[src/rtl/seq_divider.sv]
// Sequential restoring divider for RISC-V DIV/DIVU/REM/REMU.
// Fixed latency: one operand-latch edge, WIDTH iteration edges, one result edge.
module seq_divider #(
    parameter int WIDTH = 32
) (
    input  logic             clk,
    input  logic             rst_n,
    input  logic             start,
    input  logic [1:0]       op,
    input  logic [WIDTH-1:0] dividend,
    input  logic [WIDTH-1:0] divisor,
    output logic             busy,
    output logic             done,
    output logic [WIDTH-1:0] result
);

    localparam int CW = $clog2(WIDTH + 1);

    typedef enum logic [1:0] {
        IDLE,
        CALC,
        DONE
    } state_t;

    state_t           state;
    state_t           next_state;
    logic [CW-1:0]    count;
    logic [WIDTH-1:0] quo;
    logic [WIDTH-1:0] rem;
    logic [WIDTH-1:0] dvs;
    logic [1:0]       op_q;
    logic             neg_a;
    logic             neg_b;
    logic             div_zero;

    logic             accept;
    logic             last;
    logic             signed_in;
    logic             a_neg_in;
    logic             b_neg_in;
    logic [WIDTH-1:0] a_mag;
    logic [WIDTH-1:0] b_mag;
    logic [WIDTH:0]   rem_shift;
    logic [WIDTH:0]   diff;
    logic             fits;
    logic [WIDTH-1:0] q_fin;
    logic [WIDTH-1:0] r_fin;
    logic [WIDTH-1:0] result_next;

    assign accept    = start && (state != CALC);
    assign last      = (count == CW'(WIDTH));
    assign signed_in = ~op[0];
    assign a_neg_in  = signed_in & dividend[WIDTH-1];
    assign b_neg_in  = signed_in & divisor[WIDTH-1];
    // Magnitudes are unsigned WIDTH bits, so the most negative value maps cleanly to 2^(WIDTH-1).
    assign a_mag     = a_neg_in ? -dividend : dividend;
    assign b_mag     = b_neg_in ? -divisor  : divisor;

    assign rem_shift = {rem, quo[WIDTH-1]};
    assign diff      = rem_shift - {1'b0, dvs};
    assign fits      = ~diff[WIDTH];

    // Division by zero forces an all-ones quotient; the remainder path already yields the dividend.
    assign q_fin       = div_zero ? '1 : ((neg_a ^ neg_b) ? -quo : quo);
    assign r_fin       = neg_a ? -rem : rem;
    assign result_next = op_q[1] ? r_fin : q_fin;

    always_ff @(posedge clk or negedge rst_n) begin
        if (!rst_n) begin
            state <= IDLE;
        end else begin
            state <= next_state;
        end
    end

    always_comb begin
        next_state = state;
        case (state)
            IDLE:    next_state = accept ? CALC : IDLE;
            CALC:    next_state = last ? DONE : CALC;
            DONE:    next_state = start ? CALC : IDLE;
            default: next_state = IDLE;
        endcase
    end

    always_comb begin
        busy = (state == CALC);
        done = (state == DONE);
    end

    always_ff @(posedge clk or negedge rst_n) begin
        if (!rst_n) begin
            count    <= '0;
            quo      <= '0;
            rem      <= '0;
            dvs      <= '0;
            op_q     <= '0;
            neg_a    <= 1'b0;
            neg_b    <= 1'b0;
            div_zero <= 1'b0;
            result   <= '0;
        end else if (accept) begin
            count    <= '0;
            quo      <= a_mag;
            rem      <= '0;
            dvs      <= b_mag;
            op_q     <= op;
            neg_a    <= a_neg_in;
            neg_b    <= b_neg_in;
            div_zero <= (divisor == '0);
        end else if (state == CALC) begin
            if (!last) begin
                count <= count + 1'b1;
                rem   <= fits ? diff[WIDTH-1:0] : rem_shift[WIDTH-1:0];
                quo   <= {quo[WIDTH-2:0], fits};
            end else begin
                result <= result_next;
            end
        end
    end

endmodule

[config.mk]
export PLATFORM = sky130hd
export DESIGN_NAME = seq_divider
export DESIGN_NICKNAME = d
export VERILOG_FILES = /design/src/rtl/seq_divider.sv
export SDC_FILE = /design/constraint.sdc
export NUM_CORES = 1
export LEC_CHECK = 0
export CORE_ASPECT_RATIO = 1.2
export CORE_MARGIN = 5
export CORE_UTILIZATION = 50
export DETAILED_ROUTE_END_ITERATION = 16
export PLACE_DENSITY = 0.76
export RECOVER_POWER = 25
export SLEW_MARGIN = 20
export SYNTH_ARGS = -nofsm -noshare
export SYNTH_HDL_FRONTEND = slang
export SYNTH_SLANG_ARGS = --single-unit
[constraint.sdc]
create_clock -name clk -period 9.95 [get_ports clk]
set_clock_uncertainty 0.2 [all_clocks]
set_input_delay 2.4875 -clock clk [delete_from_list [all_inputs] [get_ports clk]]
set_output_delay 2.4875 -clock clk [all_outputs]
set_load 0.05 [all_outputs]
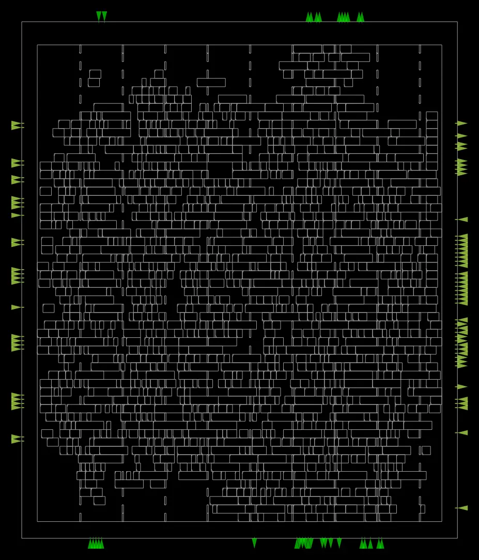
Fig. 1. Cell outlines without signal wires (run 1).
Final Core Density: 0.601
Post-Layout Cell Count: 1582
Seq cells: 140

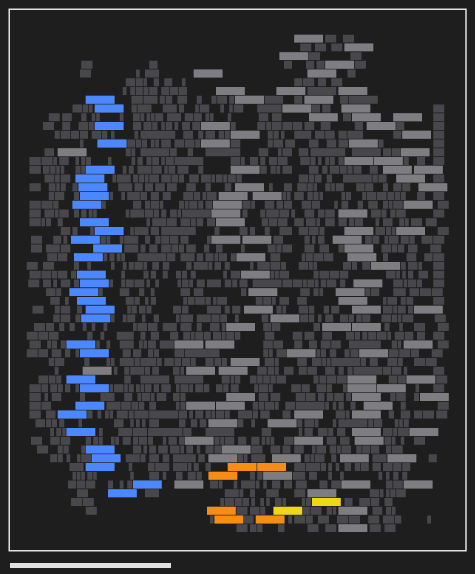
Fig. 2. Sequential cells colored by netlist name (run 1).
Scale bar: 50 um.
Key: count = orange [flops 6, where bottom middle]; state = yellow [flops 2]; dvs = blue [flops 32]
Another 100 sequential cells are not colored.

==> Changelog: implementation, run 1 <==
### Metrics

* Floorplan utilization at 0.510
* Warnings, synthesis at 0
* Required @ worst endpoint at 10.03 ns
* TritonRoute pass-1 iters at 5
* Fin Setup TNS at 0 ns
* Gpl congestion at about 0.9
* H-tree Lvls at 4
* Failing checks: max-capacitance violations, max-slew violations
* Layout fillers at 1799
* Post_cts resized at 0
* #FFs+latches synth at roughly 140
* RSZ-0062 raised after global routing: false
* Max cap viols at 2
* # DRC at 0
* Placed Instances at between 1500 and 2000
* Reg2reg setup slack at 4.90 ns
* Max Slew Vio Count at roughly 130
* Leakage at 5.23 nW
* Fin crit share at 0.564
* CTS Buf Count at 17
* Leading area contributor after synthesis: dfrtp_1
* Synthesized net count at roughly 1400
* Unique masters post-synth at ~66
* Setup bufs post-CTS at 0
* Status: complete, but fails checks
* Mapped Cells at roughly 1300
* Crit path kind: primary input to flop
* OpenROAD warning count at 27
* Largest net degree at the start of global routing at about 86
* I/O pin count at just over 100
* Hold WS at 0.277 ns
* Initial DRC count at approximately 730
* Max IR drop VDD at roughly 0.19 mV
* Port bufs at between 100 and 150
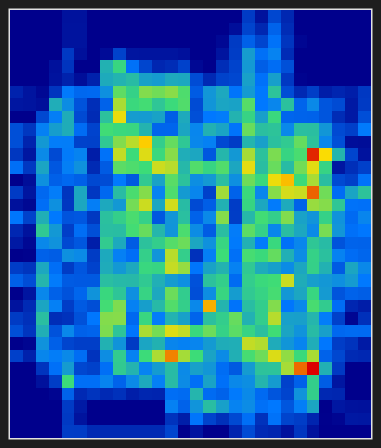
Fig. 3. Wire density map (run 1).
The die is cut into 28 by 34 equal tiles; dark blue is low, red is high, scaled to the fullest tile. Values are wire area over tile area, all layers added.
17% of the tiles are nearly empty. The mean over all tiles is 0.18. 11% of the tiles are over half the peak. The fullest tile reaches 0.69.

==> run 1: state kept, by name, summed over array words and instances (netlist names), 2 cells and up <==
| signal | flops |
|---|---|
| dvs | 32 |
| quo | 32 |
| rem | 32 |
| result | 32 |
| count | 6 |
| state | 2 |
==> run 1: layout make-up <==
type / instances / area (um2) / area share
Multi-Input combinational cell: 969 / 6380 / 0.521
Inverter: 61 / 229 / 0.0187
Clock buffer: 19 / 453 / 0.0370
Sequential cell: 140 / 3500 / 0.286
Clock inverter: 12 / 218 / 0.0178
Tap cell: 265 / 332 / 0.0271
Timing Repair Buffer: 116 / 1140 / 0.0927
==> run 1: worst max-delay path, cell delays in order <==
cell and delay (ns):
clkdlybuf4s50_1 0.50, nor4_1 0.72, nand3_1 0.31, nor3_1 0.36, nor4b_1 0.61, nand2_1 0.20, o31ai_1 0.27, xor2_1 0.16
o21ai_0 0.08
==> run 1: final timing paths <==
| path | endpoint | cells past startpoint |
|---|---|---|
| max in group asynchronous | result[30] | 3 |
| setup reg to reg | rem[2] | 13 |
| hold / removal | result[18] | 1 |
| setup / recovery | dvs[29] | 9 |
| min in group asynchronous | quo[5] | 1 |
| hold reg to reg | result[18] | 1 |
==> run 1: layer usage <==
layer,up-vias,GRT usage
met4,0,0.0518
li1,4669,-
met1,4519,0.323
met2,271,0.372
met5,-,0
met3,23,0.0346
==> run 1: report_power, final <==
| group | switching [W] | leakage, nW | total, W | internal [W] |
|---|---|---|---|---|
| Combinational | 0.00185 | 3.17 | 0.00316 | 0.00131 |
| Sequential | 0.000338 | 1.74 | 0.00121 | 0.000868 |
| Clock | 0.000245 | 0.321 | 0.000725 | 0.000480 |
==> run 1: Yosys cell counts, types with 2 or more instances <==
cell type,count
nor2_1,76
a221oi_1,31
a21oi_1,71
a31oi_1,9
a21o_1,49
a2111oi_0,3
nor4_1,13
a311oi_1,2
o221ai_1,10
inv_1,60
o311a_1,2
buf_2,5
clkbuf_1,73
xnor2_1,89
dfrtp_1,140
and3_1,11
or2_2,2
nand3_1,47
nand4_1,29
o21bai_1,7
or4_1,12
ha_1,38
or3_1,7
o311ai_0,2
o41a_1,2
o21a_1,10
o22ai_1,3
nor2b_1,7
o31ai_1,15
o211ai_1,25
xor2_1,60
and4b_1,2
nor4_2,2
a211oi_1,4
nand2b_1,10
a22oi_1,29
buf_1,4
nor3_1,20
or3_4,2
nand2_1,121
o41ai_1,13
o21ai_0,111
==> run 1: metrics by stage <==
step	total power [W]	instance area, um2
finish	0.00509	12300
global route	0.00552	12300
CTS	0.00507	12200
detailed placement	0.00432	11600
global placement	0.00425	11600
floorplan	0.00358	10400
==> run 1: cells by family (layout without fill, tap and decap cells) <==
kind of cell,after synthesis,in the layout,synth area share
AOI/OAI and AO/OA,413,413,0.266
DFF,140,140,0.337
muxes,1,1,0.000962
xor gates and xnor gates,149,149,0.125
and+or+nand+nor,367,367,0.171
adders and majority gates,39,39,0.0476
buffers and inverters,143,208,0.0522
Fig. 4: run 1, drive-strength map
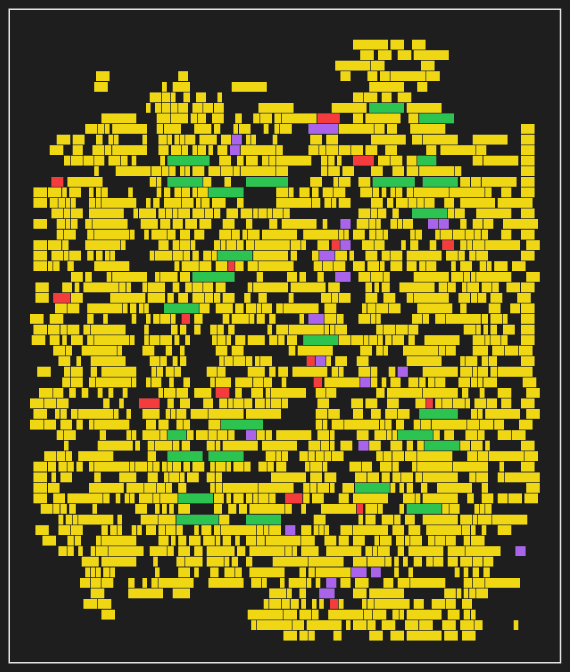

==> run 2, diff against run 1 <==
--- a/config.mk
+++ b/config.mk
@@ -9,7 +9,7 @@
 export CORE_MARGIN = 5
 export CORE_UTILIZATION = 50
 export DETAILED_ROUTE_END_ITERATION = 16
-export PLACE_DENSITY = 0.76
+export PLACE_DENSITY = 0.79
 export RECOVER_POWER = 25
 export SLEW_MARGIN = 20
 export SYNTH_ARGS = -nofsm -noshare
==> constraint.sdc (replaced) <==
create_clock -name clk -period 4.7 [get_ports clk]
set_clock_uncertainty 0.2 [all_clocks]
set_input_delay 1.175 -clock clk [delete_from_list [all_inputs] [get_ports clk]]
set_output_delay 1.175 -clock clk [all_outputs]
set_load 0.05 [all_outputs]
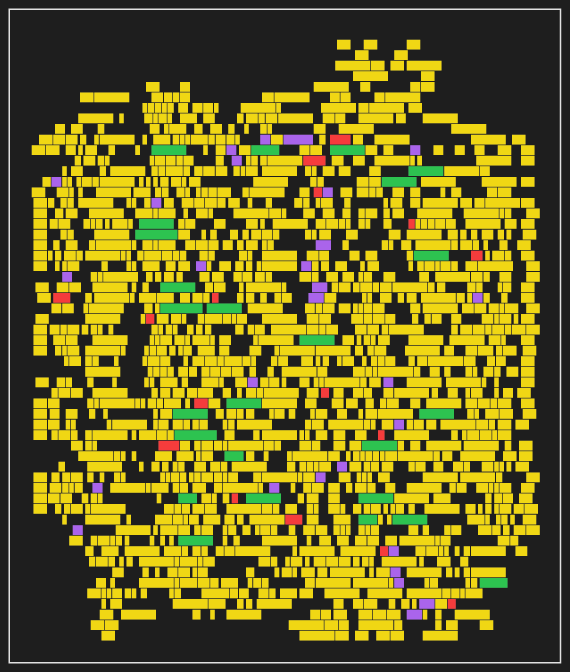
Fig. 5. Drive-strength map (run 2).
Key: _0 and _1 cells = yellow [cells 1255]; _2 cells = red [cells 16]; _6 and larger = green [cells 25]; _3 and _4 cells = purple [cells 28]
fin area: 0.0123 mm2
worst setup margin: 0.578 ns

==> run 2 against run 1 <==
Against the previous run: the flow still finishes with violations (max-capacitance violations, max-slew violations); first-iteration DRC count grew 15%; power up 110%; routed wire length up 2.6%; synthesized area unchanged; critical path type is now flop to flop; largest power group unchanged; highest routed layer unchanged.
==> Changelog: implementation, run 2 <==
### Metrics

* Status: complete, but fails checks
* Failing checks: max-capacitance violations, max-slew violations
* Leakage at around 5.2 nW
* Initial DRC count at between 800 and 900
* Pwr Density at 875 mW/mm2
* Worst R2R End: rem[1]
* Crit path buf inv count at 4
* Floorplan utilization at 0.510
* Post_cts resized at 0
* Crit path kind: flop to flop
* #FFs+latches synth at between 100 and 150
* Reg2reg setup slack at 0.58 ns
* Worst path cell trace: inv_1, ha_1, fa_1, nand2b_1, a21oi_1, o311a_1, o21ai_0, o31ai_1, buf_4, a41oi_1, o211ai_1, buf_4, buf_4, a21oi_1, o31ai_1
* I/O pin count at 103
* CP delay by family, top: AND-OR/OR-AND gates
* # DRC at 0
* Initial antenna violation count at 0
* Unique masters post-synth at 66
* # Cells Yosys at about 1300
* Cell mode on critical path: buf_4
* Cells on worst reg2reg path at 15
* Placed cell areas at between 0.01 and 0.015 mm2
* CTS Buf Count at 17
* H-tree Lvls at 4
* OpenROAD warning count at 29
* Leading area contributor after synthesis: dfrtp_1
* Top cells by count: dfrtp_1, nand2_1, o21ai_0
* Largest net degree at the start of global routing at around 110
* Max IR drop VDD at 0.387 mV
* Port bufs at slightly above 100
* Max Slew Vio Count at about 63
* Top-count cell post-synth: dfrtp_1
* Max cap viols at 1
* Mapped Cells at about 1300
* Warnings, synthesis at 0
* Worst path max stage delay at between 0.4 and 0.5 ns
* CP max-delay cell: dfrtp_1
* RSZ-0062 raised after global routing: false
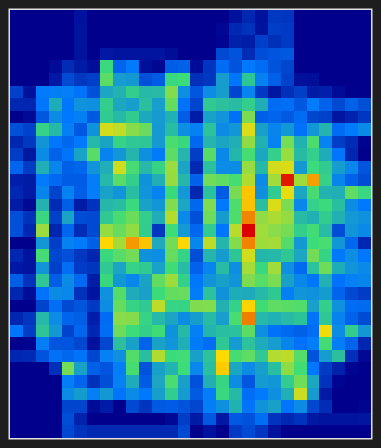
Fig. 6. Wire density map (run 2).
The die is cut into 28 by 34 equal tiles; dark blue is low, red is high, scaled to the fullest tile. Values are wire area over tile area, all layers added.
The mean over all tiles is 0.18. 14% of the tiles are over half the peak. The fullest tile reaches 0.69. The emptiest ninth of the die: top right. 17% of the tiles are nearly empty.
All-Layer GR Usage: 0.229
Vias: 9525
drt wl/cell: 17.2 um
overall routed net length: 27400 um

## run 2: cell counts after synthesis
Identical to the previous run, type by type.
## run 2: worst min path at each step
stage               startpoint    endpoint  slack (ns)  depth (start not counted)
floorplan             div_zero    div_zero        0.24                          2
global placement       dvs[26]     dvs[26]        0.26                          2
detailed placement  result[25]  result[25]        0.27                          1
CTS                 result[25]  result[25]        0.28                          1
global route         result[4]   result[4]        0.29                          1
finish              result[25]  result[25]        0.28                          1
## run 2: cell families (layout without fill, tap and decap cells)
group | after synthesis | in the layout | synth area share
mux | 1 | 1 | 0.000962
compound gates | 413 | 413 | 0.266
xor+xnor | 149 | 149 | 0.125
fa+ha+maj | 39 | 39 | 0.0476
buf+inv | 143 | 215 | 0.0522
flops | 140 | 140 | 0.337
simple gates | 367 | 367 | 0.171
## run 2: layout make-up
cell class | count | area (um2)
Inverter | 61 | 229
Clock inverter | 8 | 118
Fill cell | 1830 | 8150
Multi-Input combinational cell | 969 | 6380
Tap cell | 265 | 332
Clock buffer | 21 | 470
Sequential cell | 140 | 3500
Timing Repair Buffer | 125 | 1220
## run 2: layer usage
layer | share of wire | global-route usage | wire (um) | vias to the layer above
li1 | - | - | - | 4716
met1 | 0.45 | 0.316 | 12400 | 4480
met2 | 0.47 | 0.369 | 12900 | 289
met3 | 0.058 | 0.0386 | 1600 | 40
met4 | 0.018 | 0.0664 | 484 | 0
met5 | 0 | 0 | 0 | -
## run 2: where the power goes
part	internal (W)	switching, W	total [W]
registers	0.00184	0.000746	0.00258
clock network	0.000862	0.000506	0.00137
logic	0.00287	0.00391	0.00678
total	0.00557	0.00516	0.0107
## run 2: metrics by stage
stage | std cells | power [W] | hold slack (ns) | util | setup slack [ns]
after global routing | 1589 | 0.0116 | 0.289 | 0.601 | 0.254
after global placement | 1560 | 0.00908 | 0.261 | 0.572 | 0.363
after detailed placement | 1560 | 0.00925 | 0.266 | 0.572 | 0.290
after CTS | 1589 | 0.0107 | 0.279 | 0.601 | 0.575
final | 1589 | 0.0107 | 0.276 | 0.601 | 0.578
after floorplan | 1252 | 0.00758 | 0.244 | - | 1.08
Power figures rest on the tool's default switching activity, not on a simulated workload.
